Figure 1. Metal layers overlaid.
Scale: 8 px per um. Only two layers are drawn.
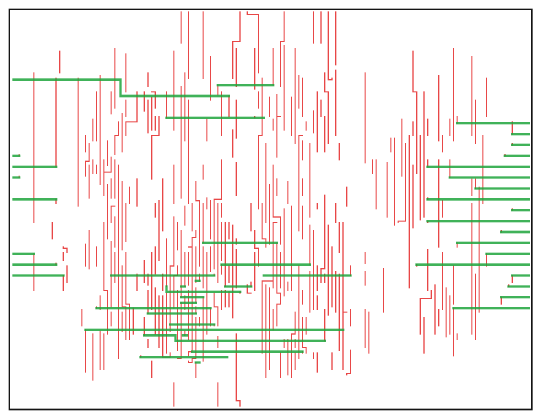
Figure 2. Port wiring.
Scale: 4 px per um.
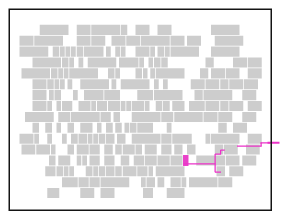
Figure 3. Cells by drive strength.
Scale: 8 px per um.
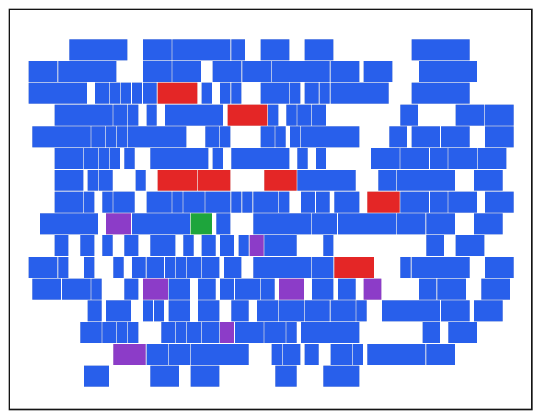
Figure 4. Cell placement.
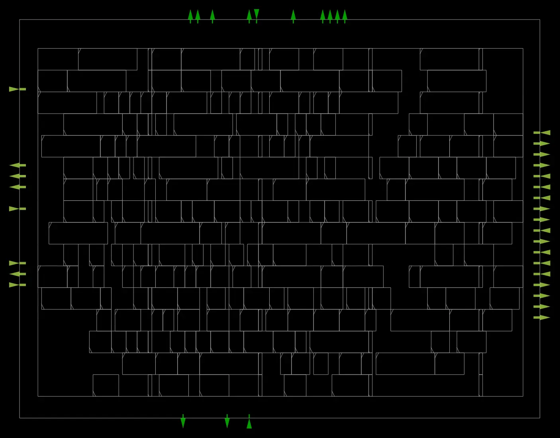
$ cat src/rtl/serial_slave_port_pkg.sv
// Shared definitions for the serial slave port.
//   state_t     : FSM state encoding (IDLE, ADDR, WDATA, REQ, RDATA)
//   MODE_READ   : smode/dmode value for a read
//   MODE_WRITE  : smode/dmode value for a write
//   cnt_width() : width of the frame bit counter for given address/data widths
package serial_slave_port_pkg;

    typedef enum logic [2:0] {
        ST_IDLE  = 3'd0,
        ST_ADDR  = 3'd1,
        ST_WDATA = 3'd2,
        ST_REQ   = 3'd3,
        ST_RDATA = 3'd4
    } state_t;

    localparam logic MODE_READ  = 1'b0;
    localparam logic MODE_WRITE = 1'b1;

    // The counter only ever reaches max(aw,dw)-1, so clog2(max) bits suffice.
    function automatic int cnt_width(input int aw, input int dw);
        int m;
        m = (aw > dw) ? aw : dw;
        return (m <= 2) ? 1 : $clog2(m);
    endfunction

endpackage

$ cat src/rtl/slave_shift_reg.sv
// Parameterised shift register used both as SIPO and PISO.
//   clk, rst : clock, synchronous active-high reset (clears q)
//   load/din : parallel load, takes priority over shift
//   shift/sin: shift right by one, sin enters at the MSB
//   q        : register contents; q[0] is the serial output bit
// Shifting right with the new bit at the MSB means an LSB-first stream of
// WIDTH bits ends up in natural bit order.
module slave_shift_reg #(
    parameter int WIDTH = 8
) (
    input  logic             clk,
    input  logic             rst,
    input  logic             load,
    input  logic [WIDTH-1:0] din,
    input  logic             shift,
    input  logic             sin,
    output logic [WIDTH-1:0] q
);

    always_ff @(posedge clk) begin
        if (rst)
            q <= '0;
        else if (load)
            q <= din;
        else if (shift)
            q <= {sin, q[WIDTH-1:1]};
    end

endmodule

$ cat src/rtl/serial_slave_port.sv
// Slave-side endpoint of the bit-serial system bus.
// Deserialises address (and write data), performs one valid/ready access on
// the local device, and serialises read data back onto the bus.
//   clk, rst       : clock, synchronous active-high reset
//   swdata/smode   : serial request bits (LSB first) and op, qualified by mvalid
//   srdata/svalid  : serial read data (LSB first) and its valid
//   sready         : port idle and able to take a new frame
//   daddr/dwdata/dmode/dvalid, dready/drdata : device request/response
//
// state | meaning
// IDLE  | waiting for mvalid; first cycle captures addr bit 0 and smode
// ADDR  | shifting in remaining address bits
// WDATA | shifting in write data (writes only)
// REQ   | dvalid high until the device handshakes
// RDATA | shifting read data out on srdata
module serial_slave_port
    import serial_slave_port_pkg::*;
#(
    parameter int ADDR_WIDTH           = 16,
    parameter int DATA_WIDTH           = 8,
    parameter int SLAVE_MEM_ADDR_WIDTH = 12
) (
    input  logic                            clk,
    input  logic                            rst,
    input  logic                            swdata,
    input  logic                            smode,
    input  logic                            mvalid,
    output logic                            srdata,
    output logic                            svalid,
    output logic                            sready,
    output logic [SLAVE_MEM_ADDR_WIDTH-1:0] daddr,
    output logic [DATA_WIDTH-1:0]           dwdata,
    output logic                            dmode,
    output logic                            dvalid,
    input  logic                            dready,
    input  logic [DATA_WIDTH-1:0]           drdata
);

    localparam int AW = SLAVE_MEM_ADDR_WIDTH;
    localparam int DW = DATA_WIDTH;
    localparam int CW = cnt_width(AW, DW);
    localparam logic [CW-1:0] A_LAST = CW'(AW - 1);
    localparam logic [CW-1:0] D_LAST = CW'(DW - 1);

    // The device-select bits are stripped upstream; the slave window must fit.
    if (SLAVE_MEM_ADDR_WIDTH > ADDR_WIDTH) begin : g_width_check
        $error("slave address wider than bus address");
    end

    state_t          state, state_n;
    logic [CW-1:0]   cnt, cnt_n;
    logic            mode_q, mode_n;
    logic            a_load, a_shift;
    logic            d_load, d_shift, d_sin;
    logic [DW-1:0]   d_din;
    logic [AW-1:0]   addr_q;
    logic [DW-1:0]   data_q;

    always_ff @(posedge clk) begin
        if (rst) begin
            state  <= ST_IDLE;
            cnt    <= '0;
            mode_q <= MODE_READ;
        end else begin
            state  <= state_n;
            cnt    <= cnt_n;
            mode_q <= mode_n;
        end
    end

    always_comb begin
        state_n = state;
        cnt_n   = cnt;
        mode_n  = mode_q;
        a_load  = 1'b0;
        a_shift = 1'b0;
        d_load  = 1'b0;
        d_shift = 1'b0;
        d_sin   = swdata;
        d_din   = '0;
        case (state)
            ST_IDLE: begin
                if (mvalid) begin
                    a_shift = 1'b1;
                    mode_n  = smode;
                    cnt_n   = CW'(1);
                    state_n = ST_ADDR;
                end
            end
            ST_ADDR: begin
                if (!mvalid) begin
                    // abort: clear the partial address
                    a_load  = 1'b1;
                    cnt_n   = '0;
                    state_n = ST_IDLE;
                end else begin
                    a_shift = 1'b1;
                    if (cnt == A_LAST) begin
                        cnt_n   = '0;
                        state_n = (mode_q == MODE_WRITE) ? ST_WDATA : ST_REQ;
                    end else begin
                        cnt_n = cnt + 1'b1;
                    end
                end
            end
            ST_WDATA: begin
                if (!mvalid) begin
                    a_load  = 1'b1;
                    d_load  = 1'b1;
                    cnt_n   = '0;
                    state_n = ST_IDLE;
                end else begin
                    d_shift = 1'b1;
                    if (cnt == D_LAST) begin
                        cnt_n   = '0;
                        state_n = ST_REQ;
                    end else begin
                        cnt_n = cnt + 1'b1;
                    end
                end
            end
            ST_REQ: begin
                if (dready) begin
                    cnt_n = '0;
                    if (mode_q == MODE_WRITE) begin
                        state_n = ST_IDLE;
                    end else begin
                        d_load  = 1'b1;
                        d_din   = drdata;
                        state_n = ST_RDATA;
                    end
                end
            end
            ST_RDATA: begin
                d_shift = 1'b1;
                d_sin   = 1'b0;
                if (cnt == D_LAST) begin
                    cnt_n   = '0;
                    state_n = ST_IDLE;
                end else begin
                    cnt_n = cnt + 1'b1;
                end
            end
            default: begin
                state_n = ST_IDLE;
                cnt_n   = '0;
            end
        endcase
    end

    slave_shift_reg #(.WIDTH(AW)) u_addr (
        .clk   (clk),
        .rst   (rst),
        .load  (a_load),
        .din   ('0),
        .shift (a_shift),
        .sin   (swdata),
        .q     (addr_q)
    );

    slave_shift_reg #(.WIDTH(DW)) u_data (
        .clk   (clk),
        .rst   (rst),
        .load  (d_load),
        .din   (d_din),
        .shift (d_shift),
        .sin   (d_sin),
        .q     (data_q)
    );

    // Valids are gated by rst so they drop in the reset cycle itself.
    assign dvalid = (state == ST_REQ) && !rst;
    assign svalid = (state == ST_RDATA) && !rst;
    assign sready = (state == ST_IDLE) || rst;
    assign srdata = svalid && data_q[0];
    assign daddr  = addr_q;
    assign dwdata = data_q;
    assign dmode  = mode_q;

endmodule

$ cat config.mk
export PLATFORM = sky130hd
export DESIGN_NAME = serial_slave_port
export DESIGN_NICKNAME = d
export VERILOG_FILES = /design/src/rtl/serial_slave_port_pkg.sv /design/src/rtl/slave_shift_reg.sv /design/src/rtl/serial_slave_port.sv
export SDC_FILE = /design/constraint.sdc
export NUM_CORES = 1
export LEC_CHECK = 0
export CORE_ASPECT_RATIO = 0.75
export CORE_MARGIN = 2
export CORE_UTILIZATION = 50
export CTS_BUF_LIST = sky130_fd_sc_hd__clkbuf_4 sky130_fd_sc_hd__clkbuf_8
export CTS_CLUSTER_DIAMETER = 120
export DETAILED_ROUTE_END_ITERATION = 7
export GPL_TIMING_DRIVEN = 0
export HOLD_SLACK_MARGIN = 0.15
export PLACE_DENSITY = 0.83
export SLEW_MARGIN = 20
export SYNTH_ARGS = -nofsm -noshare
export SYNTH_HDL_FRONTEND = slang
export SYNTH_SLANG_ARGS = --single-unit
$ cat constraint.sdc
create_clock -name clk -period 4.9 [get_ports clk]
set_input_delay 1.47 -clock clk [delete_from_list [all_inputs] [get_ports clk]]
set_output_delay 1.47 -clock clk [all_outputs]
set_load 0.005 [all_outputs]
==> flow_summary.toml <==
# implementation run metrics
[clocking]
ctsHoldBuffers = 0
cts_resized = 0
clockBufferDepth = 2
cts_tree = "built"
htreeDepth = 1
clock_sinks = 28
clk_pin_slew_worst_paths_ns = 0.09
clk_latency_ns = 0.28
postCtsSetupBuffers = 0

[route]
ant_nets = 0
vias_per_cell = 5.67
vias = 1407
wl_per_cell_um = 14.3
wl_mm = 3.54
dr.pass1.iters = 5
drc_errors = 0

[die]
dieArea_um2 = 3250
io_pins = 39
initCoreUtil_pct = 53.0
die_w_um = 65.1
die_h_um = 49.9
core.rowCount = 16

[finish]
layout.cells.non_filler = 248
drive_gt1_share_pct = 7.08
stdcell_area_um2 = 1870
layout_top_cell = "clkdlybuf4s50_1"
antenna_cells = 0
postLayoutCoreUtil_pct = 70.8
final_nets = 228
lay_top_cells = "37 x clkdlybuf4s50_1, 28 x nand2_1, 28 x dfxtp_1"

[global_route]
grt_max_degree = 16
antenna_found_initial = 0
grt_pass1_wl_mm = 6.02
grt_overflow_total = 0
grt_pass1_vias = 1283
grt_usage_pct = 23.4

[setup_path]
crit_required_ns = 3.43
worstSetupEndpointType = "primary output"
crit_fanout = 10
rr_endpoint = "state[0]"
path_class = "in -> out"
cp-start-kind = "primary input"
worstReg2RegStart = "cnt[0]"
ff2ff_setup_slack_ns = 2.95
rr_worst_depth = 5
cp.arrival_ns = 3.01

[min_path]
hold_start = "u_addr.q[0]"
hold_depth = 2
hp-class = "reg -> reg"
hold_end = "u_addr.q[0]"

[sta]
fin_setup_tns_ns = 0
fin_crit_sh_pct = 91.5
fmax_mhz = 223
finalClockSkew_ns = 0.00306
worstMarginPinSlew_ns = 0.887
finalHoldViolCount = 0
holdWs_ns = 0.467
maxSlewHeadroom_pct = 40.3
fin_crit_ns = 4.48
finalSetupViolations = 0
rsz0062_at_grt = "no"

[yosys]
yosys.cell_types.count = 40
yosysWarnings = 0
yosysTopAreaCell = "dfxtp_1"
synthArstFlopShare_pct = 0
ys_area_um2 = 1400
synthCells = 171
synthTopCellsByArea = "dfxtp_1 40%, nand2_1 7.5%, a21oi_1 6.4%"
synth_top_area_share_pct = 40.0
synth-main-ff-cell = "dfxtp_1"
edf_count = 0
ys_ff = 28
netlist_top_cells_count = "28 x dfxtp_1, 28 x nand2_1, 18 x a21oi_1"
syn-mean-instance-area_um2 = 8.19
ys_seq_share_pct = 40.0

[power]
power.leakage_nw = 0.683
peakVddDrop_uv = 226
powerDensity_nw_per_um2 = 246
total_power_uw = 461

[placement]
hpwl_mm = 2.54
dp.cells = 244
place_area_um2 = 1820
place.gp.congestion = 0.891

[run]
warning_count = 26
drv_cap = 0

[run_status]
outcome = "complete, no violations"
-- Figure 1 (at the start) --
layer	color	wire length
M3	green	364 um
M2	red	1550 um

-- Figure 2 (at the start) --
port	color	direction	edge	end cells	buffers	wire
svalid	magenta	output	right	1	1	25.8 um

-- Figure 3 (at the start) --
size	color	cells	most used
x6 and larger	red	7	clkbuf_8
x3 and x4	green	1	buf_4
x1 and smaller	blue	197	clkdlybuf4s50_1
x2	purple	7	buf_2

-- Figure 4 (at the start) --
core footprint: 2640 um^2
fillers: 222

-- layer usage --
metal | GRT usage [%] | wire [um]
met2 | 37.1 | 1550
met5 | 0 | 0
met1 | 33.0 | 1580
met3 | 5.48 | 364
met4 | 4.17 | 44
-- state kept, by name (all words and copies together) (netlist names) --
name	flops
u_data.q	8
state	3
u_addr.q	12
cnt	4
dmode	1
-- layout make-up --
class,instances,area [um^2]
Clock buffer,4,55.1
Fill cell,222,771
Tap cell,36,45.0
Sequential cell,28,561
Buffer,13,77.6
Multi-Input combinational cell,125,744
Timing Repair Buffer,37,370
Inverter,5,18.8
-- logic make-up after synthesis --
family                   synth area share (%)
AND/OR/NAND/NOR                          28.4
multiplexers                            0.804
buffers and inverters                    6.88
XOR/XNOR                                0.625
flip-flops                               40.0
AND-OR/OR-AND                            22.4
adder cells (fa/ha/maj)                 0.893
-- critical path, cell delays in order --
cell             delay [ns]
clkbuf_1               0.34
clkbuf_1               0.44
nor2_1                 0.13
and2_1                 0.19
clkdlybuf4s50_1        0.43
-- how the worst max path moves through the flow --
stage	start	endpoint	slack (ns)
after floorplan	rst	srdata	1.13
after global routing	rst	srdata	0.29
final	rst	srdata	0.42
after global placement	rst	srdata	0.47
after CTS	rst	srdata	0.45
after detailed placement	rst	srdata	0.45
-- report_power, final --
part           leakage [nW]  internal (mW)  switching, mW
sequential            0.226          0.233        0.00378
combinational         0.428         0.0374         0.0434
clock                0.0288         0.0721         0.0715
No activity file was given, so power comes from the tool's default toggle rates.
